### src/rtl/frame_buffer_arbiter_if.sv
// Bus between the frame buffer arbiter and its neighbours: VGA scan position,
// clear control, draw-engine write port, frameRAM port and pixel output.
interface frame_buffer_arbiter_if #(
  parameter int ADDR_W = 19,
  parameter int PIX_W  = 5
);
  logic [9:0]        DrawX;
  logic [9:0]        DrawY;
  logic              vblank;
  logic              clear_req;
  logic              clear_busy;
  logic              wr_req;
  logic [9:0]        wr_x;
  logic [9:0]        wr_y;
  logic [PIX_W-1:0]  wr_pixel;
  logic              wr_ack;
  logic [ADDR_W-1:0] ram_addr;
  logic              ram_we;
  logic [PIX_W-1:0]  ram_wdata;
  logic [PIX_W-1:0]  ram_rdata;
  logic [PIX_W-1:0]  pixel_out;

  modport master (
    output DrawX, DrawY, vblank, clear_req, wr_req, wr_x, wr_y, wr_pixel, ram_rdata,
    input  clear_busy, wr_ack, ram_addr, ram_we, ram_wdata, pixel_out
  );

  modport slave (
    input  DrawX, DrawY, vblank, clear_req, wr_req, wr_x, wr_y, wr_pixel, ram_rdata,
    output clear_busy, wr_ack, ram_addr, ram_we, ram_wdata, pixel_out
  );
endinterface

### src/rtl/frame_buffer_arbiter.sv
// Time-multiplexes the single-port frameRAM between scanout reads (phase 0) and
// draw/clear writes (phase 1, plus phase 0 outside the visible area).
//
// state        | meaning
// S_IDLE       | no clear pending; writer served in write slots
// S_CLEAR_WAIT | clear requested, waiting for vblank; writer still served
// S_CLEARING   | every write slot writes CLEAR_COLOR; writer stalled
module frame_buffer_arbiter #(
  parameter int              H_RES       = 640,
  parameter int              V_RES       = 480,
  parameter int              ADDR_W      = 19,
  parameter int              PIX_W       = 5,
  parameter logic [PIX_W-1:0] TRANSP      = 5'h15,
  parameter logic [PIX_W-1:0] CLEAR_COLOR = 5'h00
) (
  input  logic                  Clk,
  input  logic                  Reset_n,
  frame_buffer_arbiter_if.slave bus
);

  localparam logic [ADDR_W-1:0] LAST_ADDR = ADDR_W'(H_RES * V_RES - 1);

  typedef enum logic [1:0] {
    S_IDLE,
    S_CLEAR_WAIT,
    S_CLEARING
  } state_t;

  state_t            r_state;
  state_t            w_state_nxt;
  logic              r_phase;
  logic              r_rd_pending;
  logic [ADDR_W-1:0] r_clr_cnt;
  logic [ADDR_W-1:0] w_clr_cnt_nxt;
  logic [PIX_W-1:0]  r_pixel;

  logic              w_disp_vis;
  logic              w_wr_vis;
  logic              w_wr_ok;
  logic              w_disp_slot;
  logic              w_write_slot;
  logic [ADDR_W-1:0] w_disp_addr;
  logic [ADDR_W-1:0] w_wr_addr;

  logic [ADDR_W-1:0] w_addr;
  logic              w_we;
  logic [PIX_W-1:0]  w_wdata;
  logic              w_ack;

  // Coordinates are range-checked first; the address product is formed at 32 bits.
  assign w_disp_vis  = (32'(bus.DrawX) < 32'(H_RES)) && (32'(bus.DrawY) < 32'(V_RES));
  assign w_wr_vis    = (32'(bus.wr_x)  < 32'(H_RES)) && (32'(bus.wr_y)  < 32'(V_RES));
  assign w_wr_ok     = w_wr_vis && (bus.wr_pixel != TRANSP);
  assign w_disp_addr = ADDR_W'(32'(bus.DrawX) + 32'(bus.DrawY) * 32'(H_RES));
  assign w_wr_addr   = ADDR_W'(32'(bus.wr_x)  + 32'(bus.wr_y)  * 32'(H_RES));

  assign w_disp_slot  = !r_phase && w_disp_vis;
  assign w_write_slot = !w_disp_slot;

  always_ff @(posedge Clk or negedge Reset_n) begin
    if (!Reset_n) begin
      r_state   <= S_IDLE;
      r_clr_cnt <= '0;
    end else begin
      r_state   <= w_state_nxt;
      r_clr_cnt <= w_clr_cnt_nxt;
    end
  end

  always_comb begin
    w_state_nxt   = r_state;
    w_clr_cnt_nxt = r_clr_cnt;
    w_addr        = '0;
    w_we          = 1'b0;
    w_wdata       = '0;
    w_ack         = 1'b0;

    if (w_disp_slot) begin
      w_addr = w_disp_addr;
    end

    case (r_state)
      S_IDLE: begin
        if (w_write_slot && bus.wr_req) begin
          w_ack = 1'b1;
          if (w_wr_ok) begin
            w_we    = 1'b1;
            w_addr  = w_wr_addr;
            w_wdata = bus.wr_pixel;
          end
        end
        if (bus.clear_req) begin
          w_state_nxt = S_CLEAR_WAIT;
        end
      end
      S_CLEAR_WAIT: begin
        if (w_write_slot && bus.wr_req) begin
          w_ack = 1'b1;
          if (w_wr_ok) begin
            w_we    = 1'b1;
            w_addr  = w_wr_addr;
            w_wdata = bus.wr_pixel;
          end
        end
        if (bus.vblank) begin
          w_state_nxt   = S_CLEARING;
          w_clr_cnt_nxt = '0;
        end
      end
      S_CLEARING: begin
        if (w_write_slot) begin
          w_we          = 1'b1;
          w_addr        = r_clr_cnt;
          w_wdata       = CLEAR_COLOR;
          w_clr_cnt_nxt = r_clr_cnt + ADDR_W'(1);
          if (r_clr_cnt == LAST_ADDR) begin
            w_state_nxt   = S_IDLE;
            w_clr_cnt_nxt = '0;
          end
        end
      end
      default: begin
        w_state_nxt = S_IDLE;
      end
    endcase
  end

  // Read data arrives one cycle after a display-slot address; capture it then.
  always_ff @(posedge Clk or negedge Reset_n) begin
    if (!Reset_n) begin
      r_phase      <= 1'b0;
      r_rd_pending <= 1'b0;
      r_pixel      <= '0;
    end else begin
      r_phase      <= !r_phase;
      r_rd_pending <= w_disp_slot;
      if (r_rd_pending) begin
        r_pixel <= bus.ram_rdata;
      end
    end
  end

  // RAM strobes are held inactive for as long as reset is asserted.
  assign bus.ram_addr   = Reset_n ? w_addr  : '0;
  assign bus.ram_we     = Reset_n & w_we;
  assign bus.ram_wdata  = Reset_n ? w_wdata : '0;
  assign bus.wr_ack     = Reset_n & w_ack;
  assign bus.clear_busy = (r_state != S_IDLE);
  assign bus.pixel_out  = r_pixel;

endmodule
### src/flat_wrapper.sv
// flat-port wrapper written by rule: the top's interface ports become plain ports
module frame_buffer_arbiter_flat 
#(
  parameter int              H_RES       = 640,
  parameter int              V_RES       = 480,
  parameter int              ADDR_W      = 19,
  parameter int              PIX_W       = 5,
  parameter logic [PIX_W-1:0] TRANSP      = 5'h15,
  parameter logic [PIX_W-1:0] CLEAR_COLOR = 5'h00
)
  (Clk, Reset_n, bus_DrawX, bus_DrawY, bus_vblank, bus_clear_req, bus_wr_req, bus_wr_x, bus_wr_y, bus_wr_pixel, bus_ram_rdata, bus_clear_busy, bus_wr_ack, bus_ram_addr, bus_ram_we, bus_ram_wdata, bus_pixel_out);
  frame_buffer_arbiter_if #(.ADDR_W(ADDR_W), .PIX_W(PIX_W)) bus_i ();
  input  logic Clk;
  input  logic Reset_n;
  input wire logic [$bits(bus_i.DrawX)-1:0] bus_DrawX;
  input wire logic [$bits(bus_i.DrawY)-1:0] bus_DrawY;
  input wire logic [$bits(bus_i.vblank)-1:0] bus_vblank;
  input wire logic [$bits(bus_i.clear_req)-1:0] bus_clear_req;
  input wire logic [$bits(bus_i.wr_req)-1:0] bus_wr_req;
  input wire logic [$bits(bus_i.wr_x)-1:0] bus_wr_x;
  input wire logic [$bits(bus_i.wr_y)-1:0] bus_wr_y;
  input wire logic [$bits(bus_i.wr_pixel)-1:0] bus_wr_pixel;
  input wire logic [$bits(bus_i.ram_rdata)-1:0] bus_ram_rdata;
  output wire logic [$bits(bus_i.clear_busy)-1:0] bus_clear_busy;
  output wire logic [$bits(bus_i.wr_ack)-1:0] bus_wr_ack;
  output wire logic [$bits(bus_i.ram_addr)-1:0] bus_ram_addr;
  output wire logic [$bits(bus_i.ram_we)-1:0] bus_ram_we;
  output wire logic [$bits(bus_i.ram_wdata)-1:0] bus_ram_wdata;
  output wire logic [$bits(bus_i.pixel_out)-1:0] bus_pixel_out;
  assign bus_i.DrawX = bus_DrawX;
  assign bus_i.DrawY = bus_DrawY;
  assign bus_i.vblank = bus_vblank;
  assign bus_i.clear_req = bus_clear_req;
  assign bus_i.wr_req = bus_wr_req;
  assign bus_i.wr_x = bus_wr_x;
  assign bus_i.wr_y = bus_wr_y;
  assign bus_i.wr_pixel = bus_wr_pixel;
  assign bus_i.ram_rdata = bus_ram_rdata;
  assign bus_clear_busy = bus_i.clear_busy;
  assign bus_wr_ack = bus_i.wr_ack;
  assign bus_ram_addr = bus_i.ram_addr;
  assign bus_ram_we = bus_i.ram_we;
  assign bus_ram_wdata = bus_i.ram_wdata;
  assign bus_pixel_out = bus_i.pixel_out;
  frame_buffer_arbiter #(.H_RES(H_RES), .V_RES(V_RES), .ADDR_W(ADDR_W), .PIX_W(PIX_W), .TRANSP(TRANSP), .CLEAR_COLOR(CLEAR_COLOR)) u_core (.Clk(Clk), .Reset_n(Reset_n), .bus(bus_i));
endmodule
### config.mk
export PLATFORM = sky130hd
export DESIGN_NAME = frame_buffer_arbiter_flat
export DESIGN_NICKNAME = d
export VERILOG_FILES = /design/src/rtl/frame_buffer_arbiter_if.sv /design/src/rtl/frame_buffer_arbiter.sv /design/src/flat_wrapper.sv
export SDC_FILE = /design/constraint.sdc
export NUM_CORES = 1
export LEC_CHECK = 0
export CELL_PAD_IN_SITES_DETAIL_PLACEMENT = 0
export CELL_PAD_IN_SITES_GLOBAL_PLACEMENT = 1
export CORE_MARGIN = 1.5
export CORE_UTILIZATION = 39
export DETAILED_ROUTE_END_ITERATION = 10
export GPL_ROUTABILITY_DRIVEN = 0
export PLACE_DENSITY_LB_ADDON = 0.08
export SYNTH_ARGS = -nofsm -noshare
export SYNTH_HDL_FRONTEND = slang
export SYNTH_SLANG_ARGS = --single-unit
### constraint.sdc
create_clock -name Clk -period 7.8 [get_ports Clk]
set_input_delay 1.56 -clock Clk [delete_from_list [all_inputs] [get_ports Clk]]
set_output_delay 1.56 -clock Clk [all_outputs]
set_load 0.02 [all_outputs]
==> flow_summary.ini <==
; generated from flow reports
[floorplan]
fp_util_pct = 40.08
die_area_um2 = 9004
die_w_um = 94.89

[outcome]
status = finished, final reports clean

[synthesis]
ys_warn_count = 0
top_area_share_pct = 21.28
top_cell = nor2_1
ys_types = 63
common_cells = 45 x nor2_1, 39 x ha_1, 30 x nand2_1, 29 x o21ai_0, 28 x dfrtp_1

[power_and_ir_drop]
peakVddDrop_uv = 93.70
p_total_mw = 0.6601
p_leak_nw = 1.811

[cts]
cts_setup_buffers = 0
root_buffer = clkbuf_8
cts.hold.buffers_added = 0
cts_buffers = 3

[final_timing]
rsz0062_at_grt = false
max_freq_mhz = 146.7
tightest_slew_ns = 0.9126
tns_ns = 0
fin_crit_ns = 6.815
relSlewSlack_pct = 38.60
drv_slew = 0
final.period_utilization_pct = 87.37

[global_route]
grt_use_met3_pct = 0.4831
grtUsageMet2_pct = 39.35
grt_start_max_net_pins = 33
track_usage_pct = 21.32

[setup_path]
reg2reg_from = u_core.r_state[1]
crit_path_max_fanout = 3
critPathLaunchType = input pin
max_stage_delay_ns = 0.65
path_buffers = 2
cp.required_ns = 6.24
crit_type = input pin to primary output
critPathCaptureType = primary output

[route]
route.met3.wl_um = 124
drc = 0
via_per_inst = 5.603

[job]
warnings = 26

[layout]
fillCellCount = 809
final_cells = 594
most-common-layout-cells = 86 x clkdlybuf4s50_1, 45 x nor2_1, 39 x ha_1, 30 x nand2_1, 29 x o21ai_0
area_growth_pct = 31.76

[hold_path]
hold_path.class = flop to flop
[cell families (layout without fill, tap and decap cells)]
kind of cell             Yosys count  after routing  share of synthesized area (%)
AND/OR/NAND/NOR                  165            165                          26.48
AND-OR/OR-AND                    109            109                          21.85
adder cells (fa/ha/maj)           43             43                          17.25
XOR/XNOR                          30             30                          8.207
flip-flops                        28             28                          21.28
buffers and inverters             25            108                          2.926
multiplexers                       6              6                          2.014
[cell type report]
class | instances | area, µm² | share of cell area (%)
multi-input combinational | 353 | 2496 | 57.53
timing repair buffer | 89 | 883.3 | 20.36
sequential | 28 | 700.7 | 16.15
tap | 105 | 131.4 | 3.028
inverter | 15 | 56.30 | 1.298
clock buffer | 3 | 41.29 | 0.9516
clock inverter | 1 | 30.03 | 0.6920
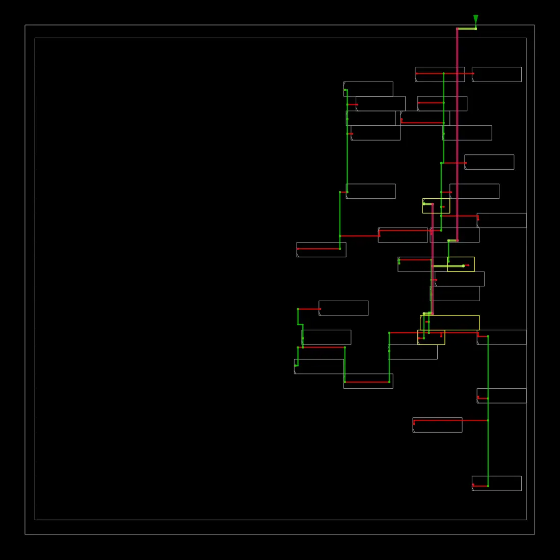
Fig. 1. The clock network.
Setup Skew: 0.004195 ns
Clock Buffer Count: 3

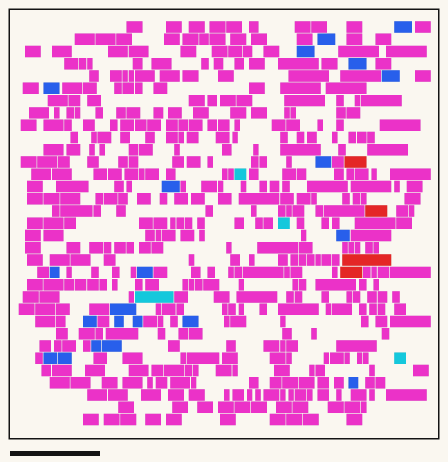
Fig. 2. Sizing map.
Bar = 20 µm.
Red marks drive 6 and up, cells 4. Cyan marks drive 3 to 4, cells 4. Magenta marks drive 1 or less, cells 460. Blue marks drive 2, cells 21.
Non-CTS buffers: 89
final worst setup slack: 0.9851 ns

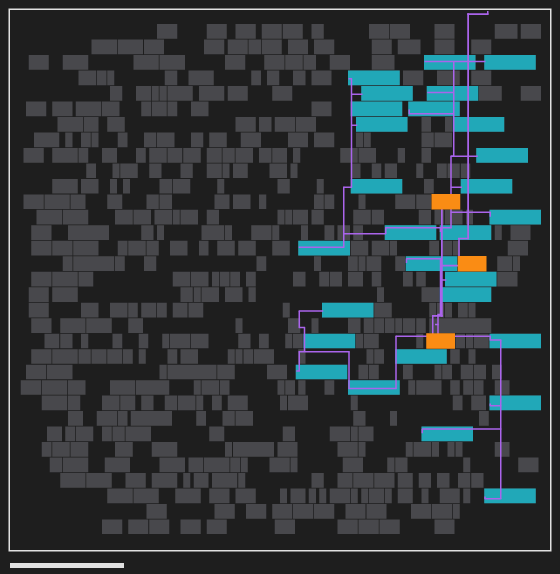
Fig. 3. Clock wires, drivers and flops.
Bar = 20 µm.
Purple marks clock wires, length 354 µm. Orange marks cells driving clock nets, count 3. Cyan marks flip-flops, count 28.
There are 4 routed clock nets.
Clk. pwr: 0.117 mW
Clock power frac: 17.7%
worst-skew pair later-pin latency: 0.28 ns

Power and IR drop assume default switching activity.
